File: config.mk
export PLATFORM = sky130hd
export DESIGN_NAME = branch_metric_unit
export DESIGN_NICKNAME = d
export VERILOG_FILES = /design/src/rtl/bmu_pkg.sv /design/src/rtl/bit_distance.sv /design/src/rtl/branch_metric_unit.sv
export SDC_FILE = /design/constraint.sdc
export NUM_CORES = 1
export LEC_CHECK = 0
export ABC_CLOCK_PERIOD_IN_PS = 1800
export CAP_MARGIN = 25
export CORE_MARGIN = 10
export CORE_UTILIZATION = 48
export CTS_CLUSTER_SIZE = 20
export DETAILED_ROUTE_END_ITERATION = 10
export GPL_TIMING_DRIVEN = 0
export PLACE_DENSITY = 0.87
export SETUP_SLACK_MARGIN = 0.1
export SKIP_LAST_GASP = 1
export SLEW_MARGIN = 20
export SYNTH_ARGS = -nofsm -noshare
export SYNTH_HDL_FRONTEND = slang
export SYNTH_SLANG_ARGS = --single-unit
File: constraint.sdc
create_clock -name i_clk -period 1.8 [get_ports i_clk]
set_input_delay 0.36 -clock i_clk [delete_from_list [all_inputs] [get_ports i_clk]]
set_output_delay 0.36 -clock i_clk [all_outputs]
set_load 0.02 [all_outputs]
File: src/rtl/bmu_pkg.sv
// Shared constants and helpers for the Viterbi branch-metric unit.
// Metric width and codeword-bit lookup are evaluated at elaboration time.
package bmu_pkg;

  localparam int N_OUT_MIN  = 2;
  localparam int N_OUT_MAX  = 4;
  localparam int SOFT_W_MIN = 1;
  localparam int SOFT_W_MAX = 4;

  // Widest per-bit distance any legal configuration can produce.
  typedef logic [SOFT_W_MAX-1:0] dist_max_t;

  // Width needed to hold N_OUT fully-disagreeing samples without overflow.
  function automatic int bm_width(input int n_out, input int soft_w);
    return $clog2(n_out * ((1 << soft_w) - 1) + 1);
  endfunction

  // Expected value of code bit k within codeword index c.
  function automatic logic cw_bit(input int c, input int k);
    return ((c >> k) & 1) != 0;
  endfunction

endpackage

File: src/rtl/bit_distance.sv
// Distance between one received sample and one expected code bit.
// Offset-binary samples: 0 is a confident '0', all-ones a confident '1'.
module bit_distance #(
  parameter int SOFT_W = 1
) (
  input  logic [SOFT_W-1:0] i_sample,
  input  logic              i_cw_bit,
  input  logic              i_erase,
  output logic [SOFT_W-1:0] o_dist
);

  localparam logic [SOFT_W-1:0] MAX_SAMPLE = '1;

  always_comb begin
    o_dist = i_sample;
    if (i_cw_bit) begin
      o_dist = MAX_SAMPLE - i_sample;
    end
    // Depunctured positions carry no information about either hypothesis.
    if (i_erase) begin
      o_dist = '0;
    end
  end

endmodule

File: src/rtl/branch_metric_unit.sv
// Two-stage valid/ready branch-metric generator: s1 holds per-bit distances,
// s2 holds the per-codeword sums presented to the ACS array.
module branch_metric_unit
  import bmu_pkg::*;
#(
  parameter  int N_OUT  = 2,
  parameter  int SOFT_W = 1,
  parameter  int CNT_W  = 16,
  localparam int NUM_CW = 1 << N_OUT,
  localparam int BM_W   = bm_width(N_OUT, SOFT_W)
) (
  input  logic                     i_clk,
  input  logic                     i_rst,
  input  logic                     i_clr,
  input  logic                     i_valid,
  output logic                     o_ready,
  input  logic [N_OUT*SOFT_W-1:0]  i_data,
  input  logic [N_OUT-1:0]         i_erase,
  output logic                     o_valid,
  input  logic                     i_ready,
  output logic [NUM_CW*BM_W-1:0]   o_bm,
  output logic [CNT_W-1:0]         o_sym_cnt
);

  localparam int DIST_W = NUM_CW * N_OUT * SOFT_W;

  // Handshake rule: a transfer happens on a rising edge where valid and ready
  // are both high; valid never waits on ready, and ready here depends only on
  // pipeline occupancy, i_ready and i_clr.
  logic               s1_adv;
  logic               s2_adv;
  logic               in_hs;
  logic               out_hs;

  logic [DIST_W-1:0]  dist_raw;
  logic [DIST_W-1:0]  dist_d, dist_q;
  logic               s1_v_d, s1_v_q;
  logic               valid_d, valid_q;
  logic [NUM_CW*BM_W-1:0] bm_sum;
  logic [NUM_CW*BM_W-1:0] bm_d, bm_q;
  logic [CNT_W-1:0]   cnt_d, cnt_q;

  // Distance for codeword c, bit k lives at slot (c*N_OUT + k).
  for (genvar c = 0; c < NUM_CW; c++) begin : g_cw
    for (genvar k = 0; k < N_OUT; k++) begin : g_bit
      bit_distance #(
        .SOFT_W (SOFT_W)
      ) u_bit_distance (
        .i_sample (i_data[k*SOFT_W +: SOFT_W]),
        .i_cw_bit (cw_bit(c, k)),
        .i_erase  (i_erase[k]),
        .o_dist   (dist_raw[(c*N_OUT + k)*SOFT_W +: SOFT_W])
      );
    end
  end

  always_comb begin
    s2_adv  = !valid_q || i_ready;
    s1_adv  = !s1_v_q || s2_adv;
    o_ready = s1_adv && !i_clr;
    in_hs   = i_valid && o_ready;
    out_hs  = valid_q && i_ready;
  end

  // Adder tree per codeword over the registered distances.
  always_comb begin
    bm_sum = '0;
    for (int c = 0; c < NUM_CW; c++) begin
      for (int k = 0; k < N_OUT; k++) begin
        bm_sum[c*BM_W +: BM_W] = bm_sum[c*BM_W +: BM_W]
                               + BM_W'(dist_q[(c*N_OUT + k)*SOFT_W +: SOFT_W]);
      end
    end
  end

  always_comb begin
    s1_v_d  = s1_v_q;
    valid_d = valid_q;
    cnt_d   = cnt_q;
    dist_d  = dist_q;
    bm_d    = bm_q;
    if (i_clr) begin
      s1_v_d  = 1'b0;
      valid_d = 1'b0;
      cnt_d   = '0;
    end else begin
      if (s1_adv) begin
        s1_v_d = in_hs;
      end
      if (s2_adv) begin
        valid_d = s1_v_q;
      end
      if (out_hs) begin
        cnt_d = cnt_q + CNT_W'(1);
      end
    end
    // Data registers only move with a real transfer so idle inputs can be X.
    if (in_hs) begin
      dist_d = dist_raw;
    end
    if (s2_adv && s1_v_q && !i_clr) begin
      bm_d = bm_sum;
    end
  end

  always_ff @(posedge i_clk or posedge i_rst) begin
    if (i_rst) begin
      s1_v_q  <= 1'b0;
      valid_q <= 1'b0;
      cnt_q   <= '0;
      dist_q  <= '0;
      bm_q    <= '0;
    end else begin
      s1_v_q  <= s1_v_d;
      valid_q <= valid_d;
      cnt_q   <= cnt_d;
      dist_q  <= dist_d;
      bm_q    <= bm_d;
    end
  end

  assign o_valid   = valid_q;
  assign o_bm      = bm_q;
  assign o_sym_cnt = cnt_q;

endmodule

Fig. 1: run 1, selected gate families
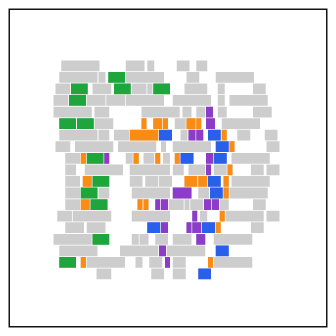
color	family	cells
purple	NAND gates	19
blue	XOR/XNOR gates	11
green	multiplexers	13
orange	NOR gates	25
Comb area share: 35.44%
Finished Layout Cells: 200
Top cell excl fill/tap: dfrtp_1

Fig. 2: run 1, cell classes on the final placement
The bar under the picture is 20 um long. Fill, decap, tap and diode cells in gray.
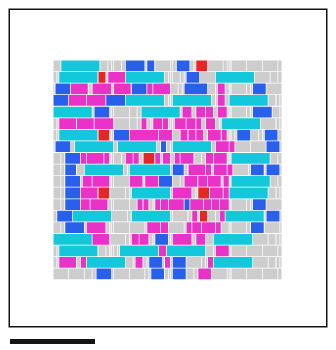
color	class	cells	share of their area
magenta	all other logic	93	36%
red	clock drivers and dummy loads	7	2.6%
cyan	flip-flops	30	41%
blue	other buffers and delay cells	39	20%
Core Region: 0.002781 mm2
Seq/total area: 40.34%

Fig. 3: run 1, the metal 2 layer
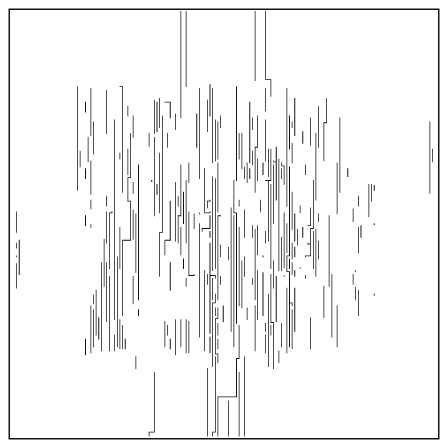
main direction	vertical
longest straight run	34.7 um
share of all routed wire	50%
met2 Use GR: 20.17%
WL final: 3241 um
vias after detailed routing: 1,091

Fig. 4: run 1, clock nets
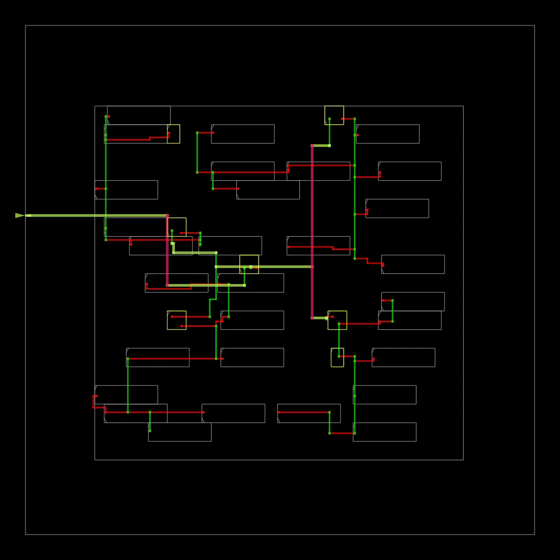
total CTS buffers: 5
Power Clock: 0.000366 W
CTS sink cnt: 30

==> run 1: critical path: cells and delay by family <==
kind / cells / cell delay [ns]
compound gates: 1 / 0.19
simple gates: 1 / 0.29
buf+inv: 2 / 0.49
==> run 1: sequential cells by signal, indices dropped and copies added, names as in the netlist <==
signal,count
dist_q,4
o_bm,8
o_sym_cnt,16
o_valid,1
s1_v_q,1
==> run 1: Yosys cell counts <==
library cell  instances  area share [%]
a21oi_1               5             1.8
and2b_2               1            0.62
and3_1                2            0.88
and4_1                2             1.2
and4_2                1            0.71
clkbuf_1              3            0.79
dfrtp_1              30              53
ha_1                  5             4.4
inv_1                 1            0.26
mux2_2               13              10
nand2_1               6             1.6
nand3_1               9             3.2
nand4_1               3             1.3
nand4_2               1            0.88
nor2_1               18             4.8
nor2b_1               4             1.8
nor3b_2               1            0.88
nor4_1                1            0.44
nor4b_1               1            0.62
o21ai_0               3             1.1
o31ai_1               1            0.53
or2_2                 1            0.44
or3_1                 2            0.88
or3_4                 1            0.79
xnor2_1               2             1.2
xor2_1                9             5.6
==> run 1: report_power, final <==
group	internal (W)	switching, W
combinational	0.000150	0.000142
sequential	0.000731	0.0000364
clock	0.000140	0.000226
total	0.00102	0.000404
==> run 1: metal layers <==
| metal | global-route usage, % | vias up |
|---|---|---|
| met5 | 0 | - |
| met4 | 5.081 | 0 |
| met3 | 5.585 | 7 |
| met2 | 20.17 | 38 |
| met1 | 12.29 | 521 |
| li1 | - | 525 |
==> run 1: area by class of cell <==
type                    count  area [um2]
multi-input cells          92       660.6
flip-flops and latches     30       752.0
well taps                  31       38.79
fillers                   238       917.1
plain buffers               3       12.51
repair buffers             36       349.1
clock inverters             2       10.01
clock buffers               5       37.54
inverters                   1       3.754
==> flow_summary_export.csv, run 1 <==
group,metric,value,unit
final_timing,rsz0062_at_grt,"yes",
detailed_routing,drt-pass1-iter-count,4,
critical_path,crit_path_end_kind,"primary output",
clock_tree,ctsHoldBuffers,0,
power,pwr_density_cell,764.2,mW/mm2
final_timing,slew_headroom,54.76,%
clock_tree,clock_latency,0.33,ns
grt,grt_pass1_wl,5126,um
detailed_routing,met1_length,1247,um
clock_tree,cts.repair.resized,23,
critical_path,crit_path_top_delay_cell,"dlygate4sd2_1",
logic_synthesis,simple_gate_share,21.02,%
final_timing,fin_skew,0.01244,ns
placed_design,pre_cts_ws,-0.5789,ns
flow_run,maxCapViolCount,0,
critical_path,cp_max_fo,6,
logic_synthesis,yosysWarningCount,0,
cells_and_area,drive_above_1_share,18.93,%
flow_run,warnings,28,
grt,antenna_found_initial,0,
logic_synthesis,synth_nets,140,
min_path,min_path_type,"input pin to async pin",
logic_synthesis,synth_seq_share,53.00,%
critical_path,timing.rr.end,"o_sym_cnt[13]$_DFFE_PP0P_",
detailed_routing,met3_wirelength,316,um
logic_synthesis,ys_ff,30,
power,ir_drop,0.6761,mV
logic_synthesis,ys_sh_aoi,3.357,%
clock_tree,cts_root_buf,"clkbuf_4",
clock_tree,htreeDepth,2,
detailed_routing,wl_per_cell,16.21,um
cells_and_area,stdcell_area,0.001864,mm2
grt,overflow,0,
final_timing,whs,0.4188,ns
power,total_power,0.001425,W
grt,grt_pass1_vias,1152,
run_status,status,"finished clean",
final_timing,min_period,1.692,ns
die,die_w,74.32,um
logic_synthesis,ys_sh_adder,4.417,%
grt,grt_max_degree,19,
placed_design,dpl_cell_area,0.001814,mm2
detailed_routing,highest_layer,"met4",
die,die_h,74.32,um
==> run 2, diff against run 1 <==
CAP_MARGIN = 20   (was 25)
Fig. 5: run 2, the metal 2 layer
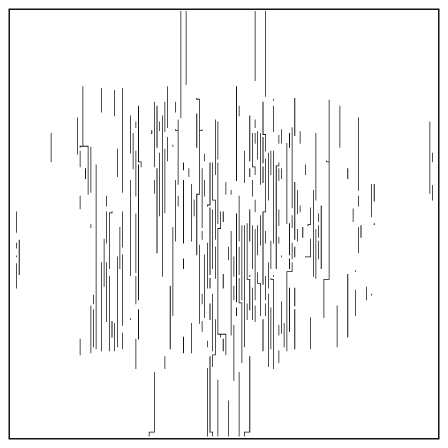
longest straight run	32.0 um
share of all routed wire	50%
main direction	vertical
vias after detailed routing: 1,097
WL final: 3269 um
met2 Use GR: 19.70%

Fig. 6: run 2, selected gate families
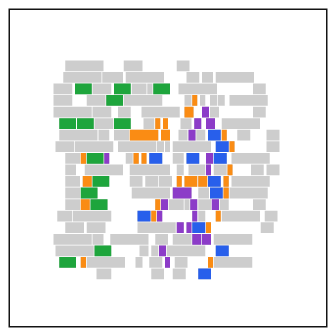
color	family	cells
blue	XOR/XNOR gates	11
purple	NAND gates	19
orange	NOR gates	25
green	multiplexers	13

==> run 2 against run 1 <==
Final area unchanged. Largest cell class unchanged. First-iteration DRC count unchanged. Sequential share of layout area unchanged. Critical path type unchanged. Non-clock buffer count down 1. Core utilization unchanged. Total power up 3.5%. Highest routed layer unchanged. Count of clock-buffer cells in the layout up 2.
==> flow_summary_export.csv, run 2 <==
group,metric,value,unit
run_status,status,"finished clean",
logic_synthesis,top_cell_area_share,53.00,%
final_timing,rsz0062_at_grt,"yes",
critical_path,crit_type,"input pin to primary output",
grt,gr-usage-met1,12.56,%
final_timing,slew_headroom,59.73,%
flow_run,maxCapViolCount,0,
power,seq_cell_power,0.000769,W
clock_tree,ctsHoldBuffers,0,
grt,grt_pass1_vias,1136,
detailed_routing,via_per_inst,5.485,
cells_and_area,final_nets,182,
clock_tree,cts_sinks,30,
cells_and_area,syn_to_final_growth,31.63,%
clock_tree,path_clk_slew,0.10,ns
grt,grt-busiest-layer,"met2",
power,p_sw,0.0004130,W
detailed_routing,drcViolationCount,0,
clock_tree,numCtsBuffers,5,
logic_synthesis,edf_count,0,
logic_synthesis,ys_ff,30,
clock_tree,clock_latency,0.33,ns
logic_synthesis,yosysTopAreaCell,"dfrtp_1",
critical_path,timing.rr.end,"o_sym_cnt[13]$_DFFE_PP0P_",
grt,use_met3,6.117,%
placed_design,place.port_buffers,34,
logic_synthesis,synth_dominant_cell_count,"dfrtp_1",
logic_synthesis,synthArstFlopShare,100.0,%
power,pwr-share-clk,28.7,%
logic_synthesis,simple_gate_share,21.02,%
final_timing,whs,0.4093,ns
power,total_power,0.001474,W
logic_synthesis,ys_sh_adder,4.417,%
logic_synthesis,synthFlopType,"dfrtp_1",
final_timing,worst_slew_pin_slew,0.6031,ns
logic_synthesis,yosysWarningCount,0,
grt,grt_max_degree,31,
detailed_routing,wl_per_cell,16.35,um
cells_and_area,drive_above_1_share,18.93,%
final_timing,fin_skew,0.008807,ns
cells_and_area,stdcell_area,0.001864,mm2
power,power_leader,"registers",
die,die_h,74.32,um
final_timing,setup_violations,0,
power,p_comb_share,19.2,%
detailed_routing,drt-pass1-iter-count,4,
clock_tree,htreeDepth,2,
final_timing,min_period,1.665,ns
power,pg_comb,0.000283,W
grt,grt_pass1_wl,5106,um
min_path,min_path_type,"input pin to async pin",
die,die_w,74.32,um
power,pwr_density_cell,790.6,mW/mm2
cells_and_area,lay_top_count,"dfrtp_1",
power,p_clk,0.000423,W
cells_and_area,instances_no_fill,200,
logic_synthesis,common_cells,"30 x dfrtp_1, 18 x nor2_1, 13 x mux2_2",
logic_synthesis,ys_sh_aoi,3.357,%
critical_path,cp_max_fo,6,
die,core-area,0.002781,mm2
power,p_sw_share,28.02,%
logic_synthesis,synth_nets,140,
critical_path,crit_path_end_kind,"primary output",
placed_design,dpl_cell_area,0.001799,mm2
logic_synthesis,area_leaders,"dfrtp_1 53%, mux2_2 10%, xor2_1 5.6%",
placed_design,pre_cts_ws,-0.5865,ns
grt,grt.total_usage,12.00,%
cells_and_area,layout_top_cells,"29 x dfrtp_1, 19 x dlygate4sd2_1, 18 x nor2_1, 13 x mux2_2",
power,ir_drop,0.8356,mV
power,power_frac_seq,52.2,%
flow_run,warnings,28,
clock_tree,cts_root_buf,"clkbuf_4",
cells_and_area,largest_register_ffs,16,
grt,antenna_found_initial,0,
power,p_int,0.001061,W
grt,overflow,0,
logic_synthesis,synth_seq_share,53.00,%
## run 2: cell count changes in the layout (fill, tap and decap cells not counted)
cell             delta
clkdlybuf4s50_1     -4
dlygate4sd2_1       +2
dlymetal6s2s_1      +2
buf_8               -1
clkbuf_1            +1
clkbuf_8            +1
clkinv_2            -1
inv_1               -1
inv_2               +1
## run 2: cells by family after synthesis
kind of cell	after synthesis
simple gates	54
xor+xnor	11
fa+ha+maj	5
compound gates	9
flops	30
buf+inv	4
mux	13
## run 2: worst max-delay path, stage by stage
cell	delay (ns)
dlygate4sd2_1	0.32
and2b_2	0.29
a21oi_2	0.17
buf_4	0.17
## run 2: routing by layer
metal  vias to the layer above  part of all wire [%]
li1                        529                     -
met3                         7                   9.0
met2                        36                    50
met4                         0                   1.8
met1                       525                    40
met5                         -                     0
## run 2: timing repair
action,in CTS,in global routing
setup endpoints to repair,29,19
cloned,0,0
resized,25,9
pin swaps,0,1
hold endpoints to repair,0,0
buffers inserted,0,1
## run 2: worst max-delay path by stage
stage	from	to	slack (ns)	depth (start not counted)
2_1_floorplan	o_valid$_DFFE_PP0P_	o_bm[0]$_DFFE_PP0P_	0.13	3
3_3_place_gp	i_ready	o_ready	-0.57	4
3_5_place_dp	i_ready	o_ready	-0.59	4
4_1_cts	o_valid$_DFFE_PP0P_	o_ready	0.02	3
5_1_grt	o_valid$_DFFE_PP0P_	o_ready	0.06	3
6_report	i_ready	o_ready	0.13	4
## run 2: area by class of cell
cell class,instances,area [um2]
clock buffer,7,55.05
timing repair buffer,35,336.6
buffer,3,12.51
inverter,1,3.754
multi-input combinational,92,660.6
clock inverter,1,5.005
tap,31,38.79
fill,230,917.1
sequential,30,752.0
Power and IR drop assume default switching activity.
